===== src/rtl/uart_rx.sv =====
// 8N1 serial receiver, LSB first: synchronizes the line, finds start edges,
// samples each bit at its centre and reports each byte or a framing error.
module uart_rx #(
  parameter real SYSCLOCK = 27.0,
  parameter real BAUDRATE = 1.0
) (
  input  logic       clk,
  input  logic       rst,
  input  logic       rx,
  output logic [7:0] rx_data,
  output logic       rx_valid,
  output logic       rx_frame_err,
  output logic       rx_bsy
);

  localparam int CPB  = int'(SYSCLOCK / BAUDRATE);
  localparam int HALF = CPB / 2;
  localparam int CW   = (CPB > 1) ? $clog2(CPB) : 1;

  // Counter runs from 0, so the Nth cycle in a state sees the value N-1.
  localparam logic [CW-1:0] HALF_END = CW'(HALF - 1);
  localparam logic [CW-1:0] BIT_END  = CW'(CPB - 1);

  typedef enum logic [1:0] {
    IDLE  = 2'd0,
    START = 2'd1,
    DATA  = 2'd2,
    STOP  = 2'd3
  } state_t;

  state_t          state_r, state_nxt_s;
  logic [CW-1:0]   cnt_r, cnt_nxt_s;
  logic [2:0]      idx_r, idx_nxt_s;
  logic [7:0]      shift_r, shift_nxt_s;
  logic [7:0]      data_nxt_s;
  logic            valid_nxt_s, ferr_nxt_s, bsy_nxt_s;
  logic            rx_meta, rx_s, rx_s_d;

  // Two-flop synchronizer plus one-cycle history for edge detection.
  always_ff @(posedge clk) begin
    if (rst) begin
      rx_meta <= 1'b1;
      rx_s    <= 1'b1;
      rx_s_d  <= 1'b1;
    end else begin
      rx_meta <= rx;
      rx_s    <= rx_meta;
      rx_s_d  <= rx_s;
    end
  end

  // Frame sequencing: next state, bit timing, shift register and output strobes.
  always_comb begin
    state_nxt_s = state_r;
    cnt_nxt_s   = cnt_r + {{(CW-1){1'b0}}, 1'b1};
    idx_nxt_s   = idx_r;
    shift_nxt_s = shift_r;
    data_nxt_s  = rx_data;
    valid_nxt_s = 1'b0;
    ferr_nxt_s  = 1'b0;
    bsy_nxt_s   = rx_bsy;
    case (state_r)
      IDLE: begin
        cnt_nxt_s = {CW{1'b0}};
        // Only a true falling edge starts a frame; a line stuck low does not.
        if (!rx_s && rx_s_d) begin
          state_nxt_s = START;
          bsy_nxt_s   = 1'b1;
        end else begin
          state_nxt_s = IDLE;
        end
      end
      START: begin
        if (cnt_r == HALF_END) begin
          if (rx_s) begin
            state_nxt_s = IDLE;
            bsy_nxt_s   = 1'b0;
          end else begin
            state_nxt_s = DATA;
            cnt_nxt_s   = {CW{1'b0}};
            idx_nxt_s   = 3'd0;
          end
        end else begin
          state_nxt_s = START;
        end
      end
      DATA: begin
        if (cnt_r == BIT_END) begin
          shift_nxt_s = {rx_s, shift_r[7:1]};
          cnt_nxt_s   = {CW{1'b0}};
          idx_nxt_s   = idx_r + 3'd1;
          if (idx_r == 3'd7) begin
            state_nxt_s = STOP;
          end else begin
            state_nxt_s = DATA;
          end
        end else begin
          state_nxt_s = DATA;
        end
      end
      STOP: begin
        // Leaving at mid stop bit lets a back-to-back start edge be caught.
        if (cnt_r == BIT_END) begin
          state_nxt_s = IDLE;
          bsy_nxt_s   = 1'b0;
          if (rx_s) begin
            data_nxt_s  = shift_r;
            valid_nxt_s = 1'b1;
          end else begin
            ferr_nxt_s  = 1'b1;
          end
        end else begin
          state_nxt_s = STOP;
        end
      end
      default: begin
        state_nxt_s = IDLE;
        cnt_nxt_s   = {CW{1'b0}};
        bsy_nxt_s   = 1'b0;
      end
    endcase
  end

  // State, counters and registered outputs.
  always_ff @(posedge clk) begin
    if (rst) begin
      state_r      <= IDLE;
      cnt_r        <= {CW{1'b0}};
      idx_r        <= 3'd0;
      shift_r      <= 8'h00;
      rx_data      <= 8'h00;
      rx_valid     <= 1'b0;
      rx_frame_err <= 1'b0;
      rx_bsy       <= 1'b0;
    end else begin
      state_r      <= state_nxt_s;
      cnt_r        <= cnt_nxt_s;
      idx_r        <= idx_nxt_s;
      shift_r      <= shift_nxt_s;
      rx_data      <= data_nxt_s;
      rx_valid     <= valid_nxt_s;
      rx_frame_err <= ferr_nxt_s;
      rx_bsy       <= bsy_nxt_s;
    end
  end

endmodule


===== config.mk =====
export PLATFORM = sky130hd
export DESIGN_NAME = uart_rx
export DESIGN_NICKNAME = d
export VERILOG_FILES = /design/src/rtl/uart_rx.sv
export SDC_FILE = /design/constraint.sdc
export NUM_CORES = 1
export LEC_CHECK = 0
export ABC_AREA = 1
export CORE_UTILIZATION = 28
export DETAILED_ROUTE_END_ITERATION = 10
export GPL_ROUTABILITY_DRIVEN = 0
export GPL_TIMING_DRIVEN = 0
export PLACE_DENSITY = 0.49
export SYNTH_ARGS = -nofsm -noshare
export SYNTH_HDL_FRONTEND = slang
export SYNTH_SLANG_ARGS = --single-unit
export TNS_END_PERCENT = 10

===== constraint.sdc =====
create_clock -name clk -period 1.45 [get_ports clk]
set_input_delay 0.29 -clock clk [delete_from_list [all_inputs] [get_ports clk]]
set_output_delay 0.29 -clock clk [all_outputs]
set_load 0.01 [all_outputs]

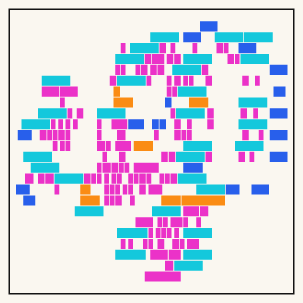
Fig. 1. Cell classes on the final placement.
Drawn at 4 px/um.
Key: magenta = remaining logic cells [cells 133]; blue = remaining buffers and delay cells [cells 18]; cyan = registers [cells 32]; orange = clock drivers and dummy loads [cells 8]

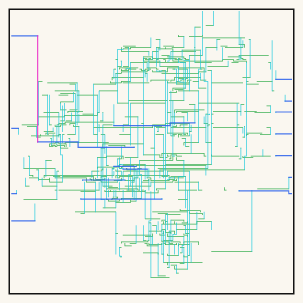
Fig. 2. Signal wires by layer.
Drawn at 4 px/um.
Key: cyan = M2 [wire length 1100 um]; blue = M3 [wire length 135 um]; magenta = M4 [wire length 26.5 um]; green = M1 [wire length 1230 um]

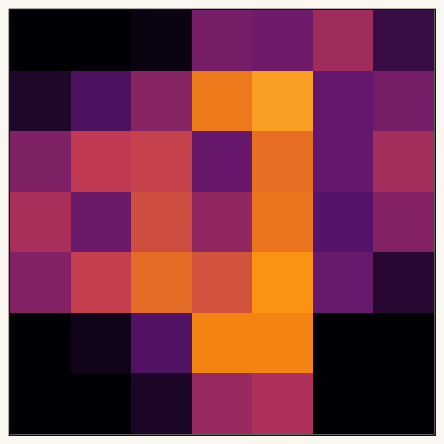
Fig. 3. Cell density map.
Drawn at 6 px/um. 7 x 7 tiles, from black (low) to pale yellow (high), 0 to 100% covered.
4.1% of the tiles are over 75% full. 18% of the tiles are nearly empty. The densest ninth of the die: middle. The mean over all tiles is 33%. The fullest tile reaches 79%.
post-layout util: 38.0%
core area: 4440 um^2

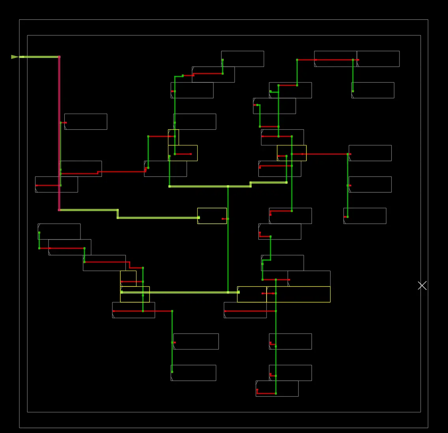
Fig. 4. Clock routing.
total CTS buffers: 5
Late-Pin Clk Latency: 0.28 ns
final-layout clock buffer total: 5
P_clk: 834 uW
Worst Clk Skew: 0.00705 ns

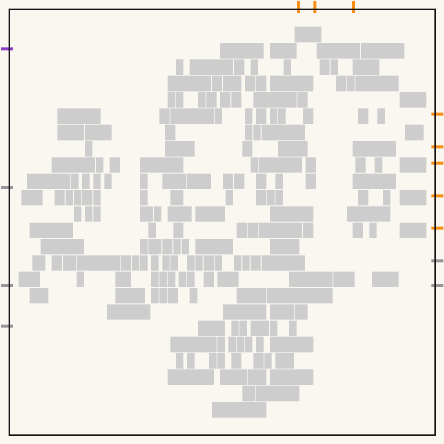
Fig. 5. Ports around the boundary.
Drawn at 6 px/um. Pins as bars across the die edge, other pins in gray.
Key: purple = clk [pins 1, direction input, edge left]; orange = rx_data [pins 8, direction output, edge 5 right, 3 top]
die height: 70.7 um
DIE WIDTH: 70.7 um
I/O Buffers: 13

==> run_results.csv <==
group,metric,value,unit
cells_and_area,diodes,0,
global_route,grt_max_degree,12,
synth,synth_seq_share,48.4,%
power,power_density,1050,nW/um^2
drt,postRouteAntennaNets,0,
synth,common_cells,"dfxtp_1 (32), nor2_1 (30), inv_1 (22)",
outcome,status,"finished with violations",
synth,synthCells,169,
synth,yosys_warnings,0,
synth,ys.flops,32,
worst_setup_path,r2r_slack,0.11,ns
drt,drt_pass1_iterations,7,
synth,yosys.area.top_type,"dfxtp_1",
clocking,cts_tree,"built",
clocking,hold_buffers,0,
worst_setup_path,cp.buffers_inverters,1,
synth,synth_area,1320,um^2
synth,synth.avg_cell_area,7.83,um^2
cells_and_area,layout.nets,198,
synth,ys.flop_type,"dfxtp_1",
power,total_power,1.78,mW
clocking,h-tree-depth,2,
worst_setup_path,critPathTopFamily,"buffers and inverters",
sta,rsz0062_at_grt,"yes",
sta,min_period,1.40,ns
floorplanning,rows,24,
worst_setup_path,slowest_delay,0.53,ns
cells_and_area,area_growth,27.7,%
clocking,cts.clk_slew.worst_paths,0.06,ns
clocking,cts-root-buf,"clkbuf_8",
cells_and_area,drive_gt1_share,18.8,%
placement,placed_area,1520,um^2
sta,setup_violations,0,
global_route,antenna_found_initial,0,
synth,edf_count,0,
cells_and_area,design_area,1690,um^2
global_route,grt_pass1_vias,990,
sta,hold_slack,0.414,ns
synth,synth.top_cell.area_share,48.4,%
synth,ys_cells,169,
cells_and_area,fin_cells,243,
sta,report.final.slew_viol_count,0,
worst_setup_path,crit_fanout,1,
worst_setup_path,slowest_stage,"clkdlybuf4s50_1",
synth,top_cells_by_area,"dfxtp_1 (48%), nor2_1 (8.5%), o21ai_0 (6.8%)",
floorplanning,ios,14,
floorplanning,dieArea,5000,um^2
worst_setup_path,r2r-end,"state_r[0]",
synth,yosysUniqueCellTypes,22,
sta,hold_viol_final,0,
power,leakage,0.881,nW
worst_setup_path,cp-start-kind,"flop",
hold_path,whs_path_depth,1,
hold_path,worst_hold_startpoint,"rx_meta",
floorplanning,initial_utilization,29.8,%
drt,vias_per_cell,4.42,
worst_setup_path,r2r-start,"cnt_r[0]",
sta,fmax,716,MHz
placement,dp.cells,234,
drt,drcViolationCount,2,
synth,syn_nets,177,
worst_setup_path,worstSetupPathType,"flop to primary output",
global_route,gr-usage-all-layers,11.3,%
clocking,post_cts_buffers,0,
worst_setup_path,cp-end-kind,"primary output",
synth,async_reset_ff_share,0,%
placement,post-dp-hpwl,1.76,mm
sta,worst_slew_pin_slew,0.293,ns
worst_setup_path,crit_path_cell_trace,"clkdlybuf4s50_1",
outcome,violations,"DRC",
synth,yosys.cell_count.top_type,"dfxtp_1",
drt,wire_per_inst,10.2,um
job,maxCapViolCount,0,
power,ir_drop,0.511,mV
drt,wl,2.49,mm
global_route,grt_pass1_wl,4.39,mm
sta,slew_headroom,80.4,%
sta,period_used_share,96.3,%
worst_setup_path,worst-r2r-cell-count,11,
hold_path,holdPathEnd,"rx_s",
worst_setup_path,arrival,1.11,ns
global_route,grt_overflow,0,
drt,drt_iter0_markers,36,
clocking,clock_path_buffers,2,
-- logic make-up after synthesis --
group,Yosys count,synth area share [%]
DFF,32,48.4
adders and majority gates,5,4.73
and+or+nand+nor,66,22.3
xor gates and xnor gates,3,1.99
AOI/OAI and AO/OA,32,12.4
buffers and inverters,31,10.1
-- timing repair --
item | 4_1_cts | 5_1_grt
gates cloned | 0 | 1
endpoints found under the setup margin | 11 | 32
pin swaps | 3 | 4
resized | 6 | 19
hold endpoints to repair | 0 | 0
-- through the flow --
| step | setup slack [ns] | utilization (%) |
|---|---|---|
| 2_1_floorplan | 0.156 | - |
| 3_3_place_gp | -0.319 | 34.1 |
| 3_5_place_dp | -0.302 | 34.1 |
| 4_1_cts | 0.00178 | 36.8 |
| 5_1_grt | -0.0338 | 38.0 |
| 6_report | 0.0531 | 38.0 |
-- layer usage --
metal	up-vias	share of wire, %	track usage, %
met5	-	0	0
li1	566	-	-
met1	484	49	14.1
met4	0	1.0	4.67
met2	23	44	17.5
met3	2	5.4	4.42
-- worst reg2reg max path, delay by kind of cell, from the launching register on --
family	cells	cell delay [ns]
AOI/OAI and AO/OA	1	0.13
adders and majority gates	1	0.12
buffers and inverters	3	0.28
DFF	1	0.34
and+or+nand+nor	6	0.40
-- registers in the layout, summed over array words and instances, names as in the netlist --
| name | flops |
|---|---|
| rx_s_d | 1 |
| cnt_r | 5 |
| rx_valid | 1 |
| state_r | 2 |
| rx_s | 1 |
| rx_data | 8 |
| rx_frame_err | 1 |
| shift_r | 8 |
| idx_r | 3 |
| rx_meta | 1 |
| rx_bsy | 1 |
-- report_power, final --
part           leakage [nW]  total [mW]  switching (mW)  internal (mW)
logic                 0.567      0.0498          0.0297         0.0201
clock network        0.0541       0.834           0.326          0.508
registers             0.260       0.892         0.00631          0.886
total                 0.881        1.78           0.362           1.41
-- layout by cell type, fill, tap and decap left out, types with 3 or more instances in the layout --
master | netlist | final
inv_2 | 5 | 7
inv_1 | 22 | 19
a21oi_1 | 13 | 13
nor2_1 | 30 | 30
dlymetal6s2s_1 | 0 | 8
nand2_1 | 20 | 19
ha_1 | 5 | 4
o21ai_0 | 18 | 17
clkdlybuf4s50_1 | 0 | 3
clkbuf_8 | 1 | 6
dfxtp_1 | 32 | 30
nand3_1 | 6 | 5
-- worst max-delay path by stage --
stage,start,to,slack [ns],depth (start not counted)
final,rx_frame_err,rx_frame_err,0.05,1
after global routing,cnt_r[0],state_r[0],-0.03,11
after CTS,rx_data[1],rx_data[1],0.002,1
after detailed placement,rst,cnt_r[2],-0.30,5
after global placement,rst,cnt_r[0],-0.32,5
after floorplan,cnt_r[0],idx_r[0],0.16,10
-- cell type report --
| cell class | instances | area (um^2) | area share [%] |
|---|---|---|---|
| Sequential cell | 32 | 643 | 38.1 |
| Multi-Input combinational cell | 106 | 578 | 34.2 |
| Timing Repair Buffer | 14 | 153 | 9.04 |
| Inverter | 27 | 104 | 6.15 |
| Clock buffer | 5 | 68.8 | 4.07 |
| Tap cell | 52 | 65.1 | 3.85 |
| Clock inverter | 3 | 42.5 | 2.52 |
| Buffer | 4 | 35.0 | 2.07 |
Power figures rest on the tool's default switching activity, not on a simulated workload.
